**src/rtl/rom_seq_pkg.sv**
```systemverilog
// Shared constants and types for the ROM fetch sequencer.
// The opcode occupies the top OP_W bits of every ROM word.
package rom_seq_pkg;

  localparam int OP_W  = 2;
  localparam int CNT_W = 8;

  localparam logic [OP_W-1:0] OP_NORMAL = 2'b00;
  localparam logic [OP_W-1:0] OP_RSVD   = 2'b01;
  localparam logic [OP_W-1:0] OP_JUMP   = 2'b10;
  localparam logic [OP_W-1:0] OP_HALT   = 2'b11;

  localparam logic [CNT_W-1:0] CNT_MAX = '1;

  typedef enum logic [1:0] {
    IDLE,
    FETCH,
    HOLD,
    HALT
  } state_e;

endpackage

```
**src/rtl/rom_seq_next_pc.sv**
```systemverilog
// Decodes an issued word into the address of the following fetch.
// The reserved opcode behaves exactly like a normal word.
module rom_seq_next_pc
  import rom_seq_pkg::*;
#(
  parameter int ADDR_W = 6
) (
  input  logic [ADDR_W-1:0] pc,
  input  logic [OP_W-1:0]   opcode,
  input  logic [ADDR_W-1:0] target,
  output logic [ADDR_W-1:0] next_pc,
  output logic              is_halt
);

  always_comb begin
    next_pc = pc + ADDR_W'(1);
    is_halt = 1'b0;
    case (opcode)
      OP_JUMP: next_pc = target;
      OP_HALT: begin
        next_pc = pc;
        is_halt = 1'b1;
      end
      default: ;
    endcase
  end

endmodule

```
**src/rtl/rom_fetch_sequencer.sv**
```systemverilog
// Reader side of the instruction ROM: walks the program, follows jumps, stops on
// halt, and hands each word to the consumer over a valid/ready handshake.
module rom_fetch_sequencer
  import rom_seq_pkg::*;
#(
  parameter int                ADDR_W     = 6,
  parameter int                DATA_W     = 34,
  parameter logic [ADDR_W-1:0] START_ADDR = '0
) (
  input  logic              clk,
  input  logic              rst_n,
  input  logic              start,
  output logic [ADDR_W-1:0] rom_addr,
  input  logic [DATA_W-1:0] rom_data,
  output logic [DATA_W-1:0] instr,
  output logic              instr_valid,
  input  logic              instr_ready,
  output logic [ADDR_W-1:0] pc,
  output logic              busy,
  output logic              halted,
  output logic [CNT_W-1:0]  issued_cnt
);

  state_e             state_q, state_d;
  logic [ADDR_W-1:0]  pc_q, pc_d;
  logic [DATA_W-1:0]  instr_q, instr_d;
  logic               valid_q, valid_d;
  logic [CNT_W-1:0]   cnt_q, cnt_d;
  logic [ADDR_W-1:0]  next_pc;
  logic               is_halt;

  rom_seq_next_pc #(
    .ADDR_W (ADDR_W)
  ) u_next_pc (
    .pc      (pc_q),
    .opcode  (instr_q[DATA_W-1:DATA_W-OP_W]),
    .target  (instr_q[ADDR_W-1:0]),
    .next_pc (next_pc),
    .is_halt (is_halt)
  );

  always_ff @(posedge clk or negedge rst_n) begin
    if (!rst_n) begin
      state_q <= IDLE;
      pc_q    <= START_ADDR;
      instr_q <= '0;
      valid_q <= 1'b0;
      cnt_q   <= '0;
    end else begin
      state_q <= state_d;
      pc_q    <= pc_d;
      instr_q <= instr_d;
      valid_q <= valid_d;
      cnt_q   <= cnt_d;
    end
  end

  // The held word decides where the walk goes only once the consumer has taken it.
  always_comb begin
    state_d = state_q;
    pc_d    = pc_q;
    instr_d = instr_q;
    valid_d = valid_q;
    cnt_d   = cnt_q;
    case (state_q)
      IDLE, HALT: begin
        if (start) begin
          state_d = FETCH;
          pc_d    = START_ADDR;
          cnt_d   = '0;
        end
      end
      FETCH: begin
        instr_d = rom_data;
        valid_d = 1'b1;
        state_d = HOLD;
      end
      HOLD: begin
        if (instr_ready) begin
          valid_d = 1'b0;
          cnt_d   = (cnt_q == CNT_MAX) ? cnt_q : cnt_q + CNT_W'(1);
          pc_d    = next_pc;
          state_d = is_halt ? HALT : FETCH;
        end
      end
      default: state_d = IDLE;
    endcase
  end

  always_comb begin
    busy   = (state_q == FETCH) || (state_q == HOLD);
    halted = (state_q == HALT);
  end

  assign rom_addr    = pc_q;
  assign pc          = pc_q;
  assign instr       = instr_q;
  assign instr_valid = valid_q;
  assign issued_cnt  = cnt_q;

endmodule

```
**config.mk**
```make
export PLATFORM = sky130hd
export DESIGN_NAME = rom_fetch_sequencer
export DESIGN_NICKNAME = d
export VERILOG_FILES = /design/src/rtl/rom_seq_pkg.sv /design/src/rtl/rom_seq_next_pc.sv /design/src/rtl/rom_fetch_sequencer.sv
export SDC_FILE = /design/constraint.sdc
export NUM_CORES = 1
export LEC_CHECK = 0
export CAP_MARGIN = 20
export CORE_MARGIN = 2
export CORE_UTILIZATION = 25
export DETAILED_ROUTE_END_ITERATION = 16
export PLACE_DENSITY = 0.49
export SLEW_MARGIN = 5
export SYNTH_ARGS = -nofsm -noshare
export SYNTH_HDL_FRONTEND = slang
export SYNTH_HIERARCHICAL = 1
export SYNTH_SLANG_ARGS = --single-unit
```
**constraint.sdc**
```tcl
create_clock -name clk -period 3.6 [get_ports clk]
set_input_delay 0.72 -clock clk [delete_from_list [all_inputs] [get_ports clk]]
set_output_delay 0.72 -clock clk [all_outputs]
set_load 0.01 [all_outputs]
```
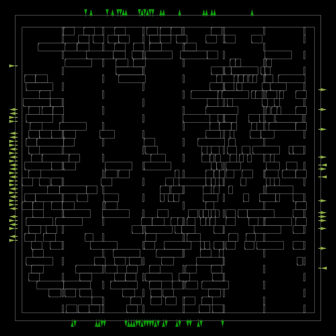
*Placed standard cells*
row count: 36
well tap count: 133
utilization after layout: 37.2%

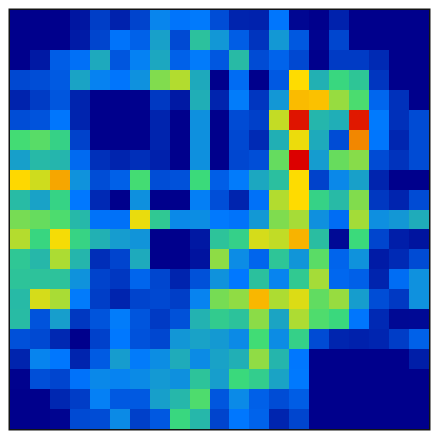
*Routed metal per tile*
Scale: 4 px per um. The die is cut into 21 by 21 equal tiles; dark blue is low, red is high, scaled to the fullest tile. Values are wire area over tile area, all layers added.
19% of the tiles are nearly empty. The mean over all tiles is 0.093. The fullest tile reaches 0.38.
WL/cell: 14.7 um
wirelength, routed: 6410 um
global routing usage summed across all routing layers: 12.0%

==> Implementation_results.wiki <==
=== Synthesis and place and route ===
{| class="wikitable"
! Metric !! Value
|-
| Fraction of area in clock buffers and inverters || 2.91%
|-
| Total vias in the final route || between 1,500 and 2,000
|-
| Longest individual stage delay on the worst path || between 500 and 600 ps
|-
| Number of clock buffers inserted by TritonCTS || 5
|-
| Max layer used || met4
|-
| Most frequent cells after synthesis || 51 x sky130_fd_sc_hd__dfrtp_1, 36 x sky130_fd_sc_hd__mux2_2, 11 x sky130_fd_sc_hd__inv_1, 11 x sky130_fd_sc_hd__o21ai_0, 10 x sky130_fd_sc_hd__nor2_1
|-
| Remaining design rule violation count || 0
|-
| Flip-flops || between 50 and 60
|-
| Worst setup path endpoint || busy
|-
| Non-clock inverter instance count of the final layout || 11
|-
| Global route hottest layer || met2
|-
| R2r setup slk || approximately 1200 ps
|-
| Data-path buffer share of cell area in the final layout || about a quarter
|-
| Total placed instance area || around 0.0036 mm^2
|-
| Count of filler cells inserted in the layout || between 1,000 and 1,500
|-
| Share of layout cells above drive strength 1 || between 10% and 20%
|-
| RR Endpoint || issued_cnt[7]
|-
| GR Overflow Total || 0
|-
| Avg Vias per Cell || roughly 4.5
|-
| M3 GR Usage || under 10%
|-
| Length of routed met2 wiring || 2910 um
|-
| Wire length on met1 || 2960 um
|-
| Number of primary I/O pins || about 95
|-
| Top cells, area || sky130_fd_sc_hd__dfrtp_1 50%, sky130_fd_sc_hd__mux2_2 16%, sky130_fd_sc_hd__a22o_1 3.1%
|-
| Achievable frequency || roughly 0.4 GHz
|-
| Clock Skew || 9.24 ps
|-
| Run status || completed
|-
| Horizontal extent of the die || around 100 um
|-
| Cell at the root of the clock tree || sky130_fd_sc_hd__clkbuf_8
|-
| Overall chip area || approximately 0.011 mm^2
|-
| Average footprint of a synthesized cell || approximately 12 um^2
|-
| Net switching fraction of the power || a little over a third
|-
| Met2 GRT Util || a little under a fifth
|-
| Number of clock buffer instances in the layout || 5
|-
| Antenna cells || 0
|-
| Cells in synth_stat.txt || around 220
|}
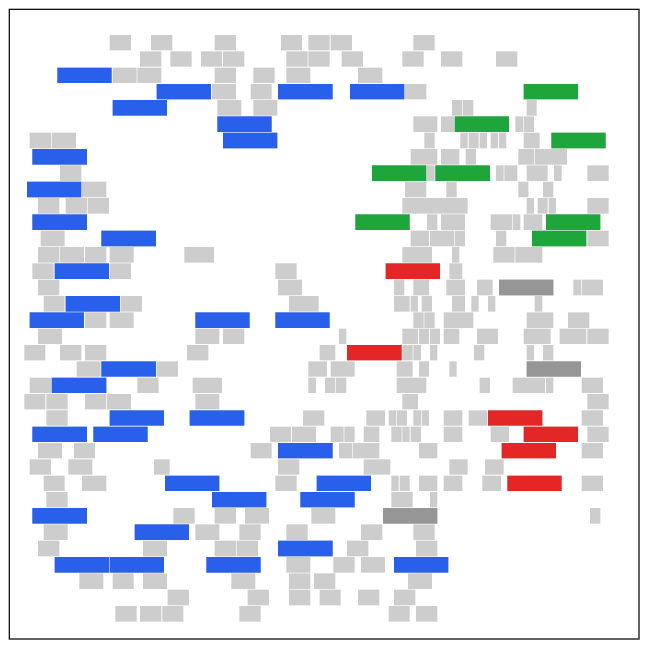
*Where the registers sit*
Scale: 6 px per um.
pc: marked red, flops 6. instr: marked blue, flops 34. issued_cnt: marked green, flops 8, where top right.
Seq group: 1.03 mW
share of cell area taken by flip-flops and latches: 34.9%
area used by sequential logic in the layout: 0.00128 mm^2

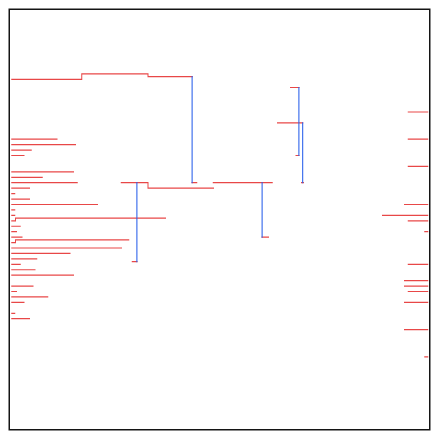
*Signal wires by layer*
Scale: 4 px per um. Two of the layers only.
M4: marked blue, wire length 91.8 um. M3: marked red, wire length 446 um.

power by group through the flow:
stage	Sequential [mW]	Combinational, mW	Clock [mW]
global placement	1.04	1.61	0
finish	1.03	1.59	0.406
floorplan	1.10	0.840	0
CTS	1.04	1.62	0.424
detailed placement	1.04	1.60	0
global route	1.08	1.72	0.443
layout by cell type, fill, tap and decap left out, types with 2 or more instances in the layout:
cell | netlist | routed
sky130_fd_sc_hd__clkdlybuf4s50_1 | 0 | 93
sky130_fd_sc_hd__o31ai_1 | 3 | 3
sky130_fd_sc_hd__a2bb2oi_1 | 2 | 2
sky130_fd_sc_hd__a22o_1 | 9 | 9
sky130_fd_sc_hd__nand2_1 | 9 | 9
sky130_fd_sc_hd__nand3_1 | 9 | 9
sky130_fd_sc_hd__a21oi_1 | 8 | 8
sky130_fd_sc_hd__ha_1 | 6 | 5
sky130_fd_sc_hd__nand2b_1 | 2 | 2
sky130_fd_sc_hd__mux2i_1 | 4 | 4
sky130_fd_sc_hd__o21ai_0 | 11 | 11
sky130_fd_sc_hd__nand4_1 | 2 | 2
sky130_fd_sc_hd__nor3_1 | 4 | 4
sky130_fd_sc_hd__dfrtp_1 | 51 | 51
sky130_fd_sc_hd__a22oi_1 | 2 | 2
sky130_fd_sc_hd__o21a_1 | 3 | 3
sky130_fd_sc_hd__clkbuf_8 | 0 | 5
sky130_fd_sc_hd__inv_1 | 11 | 11
sky130_fd_sc_hd__nor2_1 | 10 | 10
sky130_fd_sc_hd__mux2_2 | 36 | 36
logic make-up (layout without fill, tap and decap cells):
kind of cell / after synthesis / in the layout
buffers and inverters: 27 / 113
flip-flops: 51 / 51
AND-OR/OR-AND: 47 / 47
AND/OR/NAND/NOR: 46 / 46
multiplexers: 40 / 40
adder cells (fa/ha/maj): 6 / 6
Power is estimated from default activity; no workload was simulated.
